`src/rtl/canny_frame_seq.sv`:
```
// Frame sequencer for the canny core: feeds one frame pixel by pixel, flushes the core with
// zeros, and re-times core output into a border-masked valid/ready stream with a last flag.
module canny_frame_seq #(
   parameter int IMG_W  = 256,
   parameter int IMG_H  = 256,
   parameter int LAT    = 520,
   parameter int BORDER = 2
) (
   input  logic       clk,
   input  logic       rst,
   input  logic       start,
   input  logic       src_valid,
   input  logic [7:0] src_data,
   output logic       src_ready,
   output logic       core_en,
   output logic [7:0] core_pixel,
   input  logic [7:0] core_out,
   output logic       dst_valid,
   output logic [7:0] dst_data,
   output logic       dst_last,
   input  logic       dst_ready,
   output logic       busy,
   output logic       done
);

   localparam int PIXELS = IMG_W * IMG_H;
   localparam int CW     = $clog2(PIXELS + LAT + 1);

   localparam logic [CW-1:0] LAST_PIX = CW'(PIXELS - 1);
   localparam logic [CW-1:0] LAT_C    = CW'(LAT);
   localparam logic [CW-1:0] COL_LAST = CW'(IMG_W - 1);
   localparam logic [CW-1:0] B_C      = CW'(BORDER);
   localparam logic [CW-1:0] ROW_HI   = CW'(IMG_H - BORDER);
   localparam logic [CW-1:0] COL_HI   = CW'(IMG_W - BORDER);

   typedef enum logic [1:0] {S_IDLE, S_FEED, S_FLUSH, S_DONE} state_t;

   state_t        state_q, state_d;
   logic [CW-1:0] adv_cnt_q, adv_cnt_d;
   logic [CW-1:0] in_cnt_q,  in_cnt_d;
   logic [CW-1:0] out_cnt_q, out_cnt_d;
   logic [CW-1:0] out_col_q, out_col_d;
   logic [CW-1:0] out_row_q, out_row_d;

   logic feed, flush, out_phase, want, accept, xfer, in_border;

   always_ff @(posedge clk or negedge rst) begin
      if (!rst) begin
         state_q   <= S_IDLE;
         adv_cnt_q <= '0;
         in_cnt_q  <= '0;
         out_cnt_q <= '0;
         out_col_q <= '0;
         out_row_q <= '0;
      end else begin
         state_q   <= state_d;
         adv_cnt_q <= adv_cnt_d;
         in_cnt_q  <= in_cnt_d;
         out_cnt_q <= out_cnt_d;
         out_col_q <= out_col_d;
         out_row_q <= out_row_d;
      end
   end

   always_comb begin
      state_d   = state_q;
      adv_cnt_d = adv_cnt_q;
      in_cnt_d  = in_cnt_q;
      out_cnt_d = out_cnt_q;
      out_col_d = out_col_q;
      out_row_d = out_row_q;

      if (core_en) adv_cnt_d = adv_cnt_q + 1'b1;
      if (accept)  in_cnt_d  = in_cnt_q + 1'b1;
      if (xfer) begin
         out_cnt_d = out_cnt_q + 1'b1;
         if (out_col_q == COL_LAST) begin
            out_col_d = '0;
            out_row_d = out_row_q + 1'b1;
         end else begin
            out_col_d = out_col_q + 1'b1;
         end
      end

      case (state_q)
         S_IDLE: begin
            if (start) begin
               state_d   = S_FEED;
               adv_cnt_d = '0;
               in_cnt_d  = '0;
               out_cnt_d = '0;
               out_col_d = '0;
               out_row_d = '0;
            end
         end
         S_FEED:  if (accept && in_cnt_q == LAST_PIX) state_d = S_FLUSH;
         S_FLUSH: if (xfer && out_cnt_q == LAST_PIX) state_d = S_DONE;
         S_DONE:  state_d = S_IDLE;
         default: state_d = S_IDLE;
      endcase
   end

   // Ready/valid are combinational so the core never advances without a matching output slot.
   always_comb begin
      feed       = (state_q == S_FEED);
      flush      = (state_q == S_FLUSH);
      out_phase  = (adv_cnt_q >= LAT_C);
      want       = (feed & src_valid) | flush;
      core_en    = want & (~out_phase | dst_ready);
      src_ready  = feed & (~out_phase | dst_ready);
      dst_valid  = want & out_phase;
      dst_last   = dst_valid & (out_cnt_q == LAST_PIX);
      core_pixel = feed ? src_data : 8'h00;
      in_border  = (out_row_q < B_C) | (out_row_q >= ROW_HI) |
                   (out_col_q < B_C) | (out_col_q >= COL_HI);
      dst_data   = in_border ? 8'h00 : core_out;
      busy       = feed | flush;
      done       = (state_q == S_DONE);
      accept     = src_valid & src_ready;
      xfer       = dst_valid & dst_ready;
   end

endmodule

```
`config.mk`:
```
export PLATFORM = sky130hd
export DESIGN_NAME = canny_frame_seq
export DESIGN_NICKNAME = d
export VERILOG_FILES = /design/src/rtl/canny_frame_seq.sv
export SDC_FILE = /design/constraint.sdc
export NUM_CORES = 1
export LEC_CHECK = 0
export ABC_CLOCK_PERIOD_IN_PS = 2600
export CORE_UTILIZATION = 55
export DETAILED_ROUTE_END_ITERATION = 8
export PLACE_DENSITY = 0.81
export SETUP_SLACK_MARGIN = 0.15
export SLEW_MARGIN = 5
export SYNTH_ARGS = -nofsm -noshare
export SYNTH_HDL_FRONTEND = slang
export SYNTH_SLANG_ARGS = --single-unit
```
`constraint.sdc`:
```
create_clock -name clk -period 2.6 [get_ports clk]
set_input_delay 0.39 -clock clk [delete_from_list [all_inputs] [get_ports clk]]
set_output_delay 0.39 -clock clk [all_outputs]
set_load 0.03 [all_outputs]
```
A small window of the routed layout:
Window x 29 to 69, y 29 to 69 um. Cells in gray, sequential cells in the stronger gray; small squares are vias.
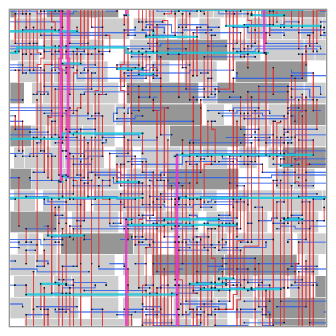
metal 4 -> magenta
metal 2 -> red
metal 3 -> cyan
metal 1 -> blue
netlist names of flops here include = `adv_cnt_q` (9), `out_row_q` (3)
most frequent = buf_4 (19), nand2_1 (14), dfrtp_1 (12)
sequential cells in the window = 13
cells with their middle in the window = 139

The metal 3 layer:
Cells faint in the background.
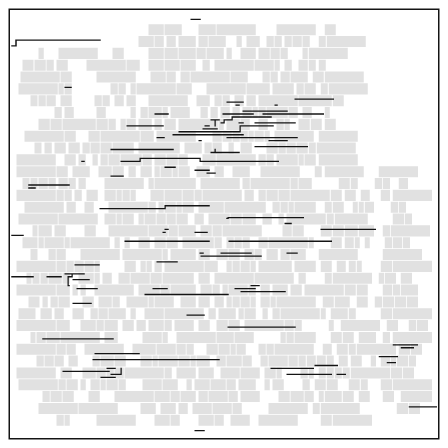
wire length on this layer = 614 um
longest straight run = 29.0 um
total detailed-routing wirelength: 13100 um
vias after detailed routing: 4888
met3 layer usage reported by global route: 4.44%

==> results.md <==
| Stage | Result | Reported |
| --- | --- | --- |
| critical path | Required time reported for the critical path endpoint | 2.21 ns |
| status | Result of the run | complete, no violations |
| cts | Clock buffer count from CTS | 9 |
| power | Power density over cell area | 542 nW/um^2 |
| final timing | Final number of max-transition violations | 0 |
| power | Sequential cell fraction of total power | 42.3% |
| yosys | Asr flop ratio synth | 100% |
| final timing | RSZ-0062 raised after global routing | yes |
| job | OpenROAD warning count | 34 |
| die | Share of the core filled by cells before placement | 57.7% |
| yosys | Cell count listed in synth_stat.txt | 569 |
| die | Num rows | 34 |
| global route | First-pass GRT wire length | 21000 um |
| cells and area | Final cell area excluding filler cells | 6420 sq um |
| place | Post-detailed-placement cell area | 5830 sq um |
| final timing | Period utilisation layout | 98.8% |
| power | Net switching fraction of the power | 35.5% |
| yosys | Gate count after technology mapping | 569 |
| job | Max-cap violations | 0 |
| power | Cell Int Power | 2.24 mW |
| final timing | Worst clock skew | 0.0109 ns |
| cells and area | Number of nets in the finished design | 685 |
| place | Pre-CTS setup slack | 0.0121 ns |
| critical path | Maximum cell stage delay along the critical path | 0.55 ns |
| cells and area | Area delta synth->final | 25.6% |
| cells and area | Commonest non-fill, non-tap cell in the layout | dfrtp_1 |
| cells and area | Fraction of layout cells with a size suffix above 1 | 18.3% |
| power | Switching power total | 1.23 mW |
| cts | Clock-pin slew of the registers on the worst-case setup and hold paths | 0.08 ns |
| yosys | Post-synthesis cell type count | 51 |
| critical path | Max FO, Critical Path | 8 |
| power | Clock network fraction of design power | 25.2% |
| routing | Mean number of vias per cell | 6.40 |
| yosys | Post-Syn Area per Cell | 8.98 sq um |
| power | Maximum vdd drop | 0.000313 V |
| critical path | Category of the critical setup timing path | reg -> out |
| cts | Maximum buffer depth of the clock tree | 2 |
| global route | Pin count of the biggest net entering global routing | 60 |
| place | Dpl cells | 728 |
| global route | Remaining global-route overflow | 0 |
| die | Floorplan die area | 9680 sq um |
| die | Floorplan die width | 98.4 um |
| critical path | Critical path buffers and inverters | 2 |
| final timing | Final number of setup-violating endpoints | 0 |
| place | Estimated wirelength of the detail-placed design | 8380 um |
| routing | Final routed DRC violation total | 0 |
| yosys | Dominant register cell in the synthesized netlist | dfrtp_1 |
| cells and area | Post-layout instance count excluding filler cells | 764 |
| critical path | Critical Path Slowest Stage Cell | or4_4 |
| cells and area | Highest-count cells in the layout ignoring fill and taps | 86 x dfrtp_1, 62 x a21oi_1, 54 x buf_4 |
| routing | DR iter-0 viols | 295 |
| die | Area of the core | 8850 sq um |
| routing | Remaining antenna violation count | 0 |
| final timing | Least-Margin Pin Slew | 0.691 ns |
| global route | Via count of the first global-routing pass | 4528 |
| power | Overall power after layout | 3.48 mW |
Clock routing:
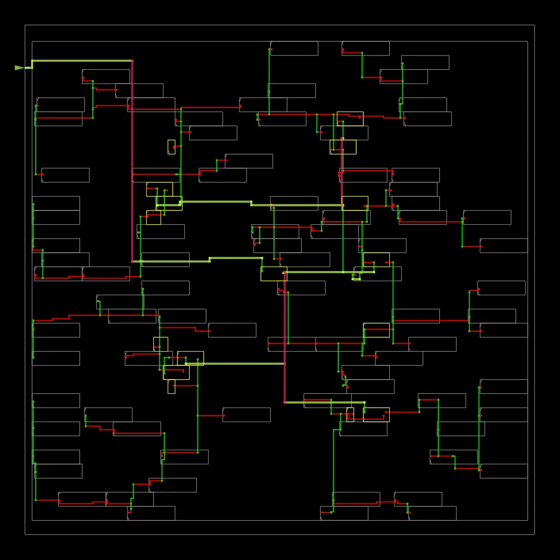
Clk power: 878 uW
Sinks on Clock Net: 87

Wire density map:
Scale bar: 20 um. 20 x 20 tiles, from white (low) to dark blue (high), scaled to the fullest tile. Values are wire area over tile area, all layers added.
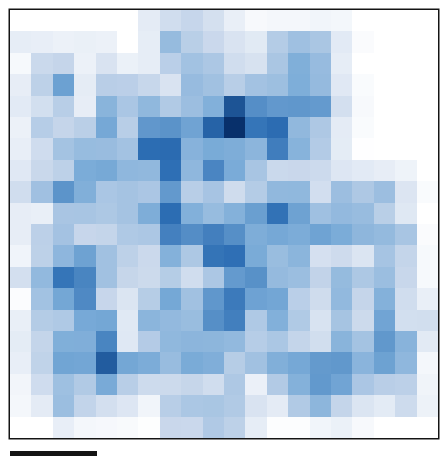
fullest tile = 0.71
emptiest ninth of the die = upper right
mean over tiles = 0.21
densest ninth of the die = center
tiles over half the peak = 16%
nearly empty tiles = 11%
total global-route track usage: 26.8%
average wire per standard cell: 17.1 um

## layer usage
metal,GRT usage [%],part of all wire (%),vias to the layer above
met4,8.50,1.8,0
met3,4.44,4.7,21
met5,0,0,-
li1,-,-,2332
met1,34.8,43,2378
met2,45.9,51,157
## cell type report
type                       count  area [sq um]  share of cell area, %
tap                          108           135                   2.11
clock buffer                  14           163                   2.53
timing repair buffer          96           865                   13.5
multi-input combinational    447          3020                   47.1
inverter                      10          37.5                  0.585
clock inverter                 2          15.0                  0.234
sequential                    87          2180                   33.9
## worst paths after layout
| check | from | end | cells past startpoint |
|---|---|---|---|
| worst max-delay path | out_col_q[11] | dst_data[7] | 6 |
| worst min-delay path | rst | in_cnt_q[5] | 1 |
| worst max register to register | out_col_q[11] | out_row_q[14] | 7 |
| worst min register to register | out_cnt_q[16] | out_cnt_q[16] | 2 |
| max in group asynchronous | rst | out_col_q[15] | 2 |
| min in group clk | out_cnt_q[16] | out_cnt_q[16] | 2 |
## power groups by stage
stage / combinational (mW) / clock (mW) / sequential (mW)
detailed placement: 1.04 / 0 / 1.49
finish: 1.13 / 0.878 / 1.47
global placement: 1.00 / 0 / 1.49
CTS: 1.07 / 0.890 / 1.47
floorplan: 0.645 / 0 / 1.48
global route: 1.22 / 0.938 / 1.48
## timing repair
action | 4_1_cts | 5_1_grt
setup endpoints to repair | 20 | 29
gates resized | 36 | 32
cloned | 0 | 1
setup buffers | 11 | 8
pin swaps | 8 | 9
hold buffers | 0 | 0
## Yosys cell counts, drive strengths merged (2+ instances only)
master | count | area, sq um
a41o | 2 | 20.0
and2 | 28 | 175
a31oi | 2 | 12.5
dfrtp | 87 | 2180
a211oi | 7 | 62.6
o21a | 4 | 30.0
o2111a | 2 | 22.5
nor4 | 12 | 96.3
nor3 | 7 | 35.0
ha | 13 | 163
o2111ai | 3 | 38.8
nand3 | 31 | 155
clkbuf | 22 | 82.6
nand4 | 18 | 113
mux2i | 2 | 20.0
o41ai | 3 | 26.3
o31a | 4 | 35.0
nand2 | 47 | 176
xor2 | 6 | 52.6
inv | 10 | 37.5
o211ai | 6 | 45.0
nor2 | 24 | 90.1
or4 | 33 | 251
a21oi | 64 | 320
xnor2 | 4 | 35.0
buf | 4 | 18.8
and4 | 7 | 61.3
o21ai | 34 | 170
or3 | 28 | 175
o31ai | 28 | 210
and3 | 13 | 81.3
nand2b | 2 | 12.5
## sequential cells by signal (all words and copies together), names as in the netlist
signal / flops
adv_cnt_q: 17
out_col_q: 17
state_q: 2
out_row_q: 17
in_cnt_q: 17
out_cnt_q: 17
## stage by stage
| stage | util, % | TNS, ns |
|---|---|---|
| after floorplan | - | 0 |
| after global placement | 65.9 | 0 |
| after detailed placement | 65.9 | 0 |
| after CTS | 70.2 | 0 |
| after global routing | 72.5 | -0.527 |
| final | 72.5 | 0 |
## kinds of logic after synthesis
| family | count (synthesis) | share of synthesized area, % |
|---|---|---|
| AND/OR/NAND/NOR | 256 | 28.8 |
| AND-OR/OR-AND | 164 | 20.3 |
| flip-flops | 87 | 42.6 |
| buffers and inverters | 36 | 2.72 |
| adder cells (fa/ha/maj) | 13 | 3.18 |
| XOR/XNOR | 10 | 1.71 |
| multiplexers | 3 | 0.612 |
Power is estimated from default activity; no workload was simulated.
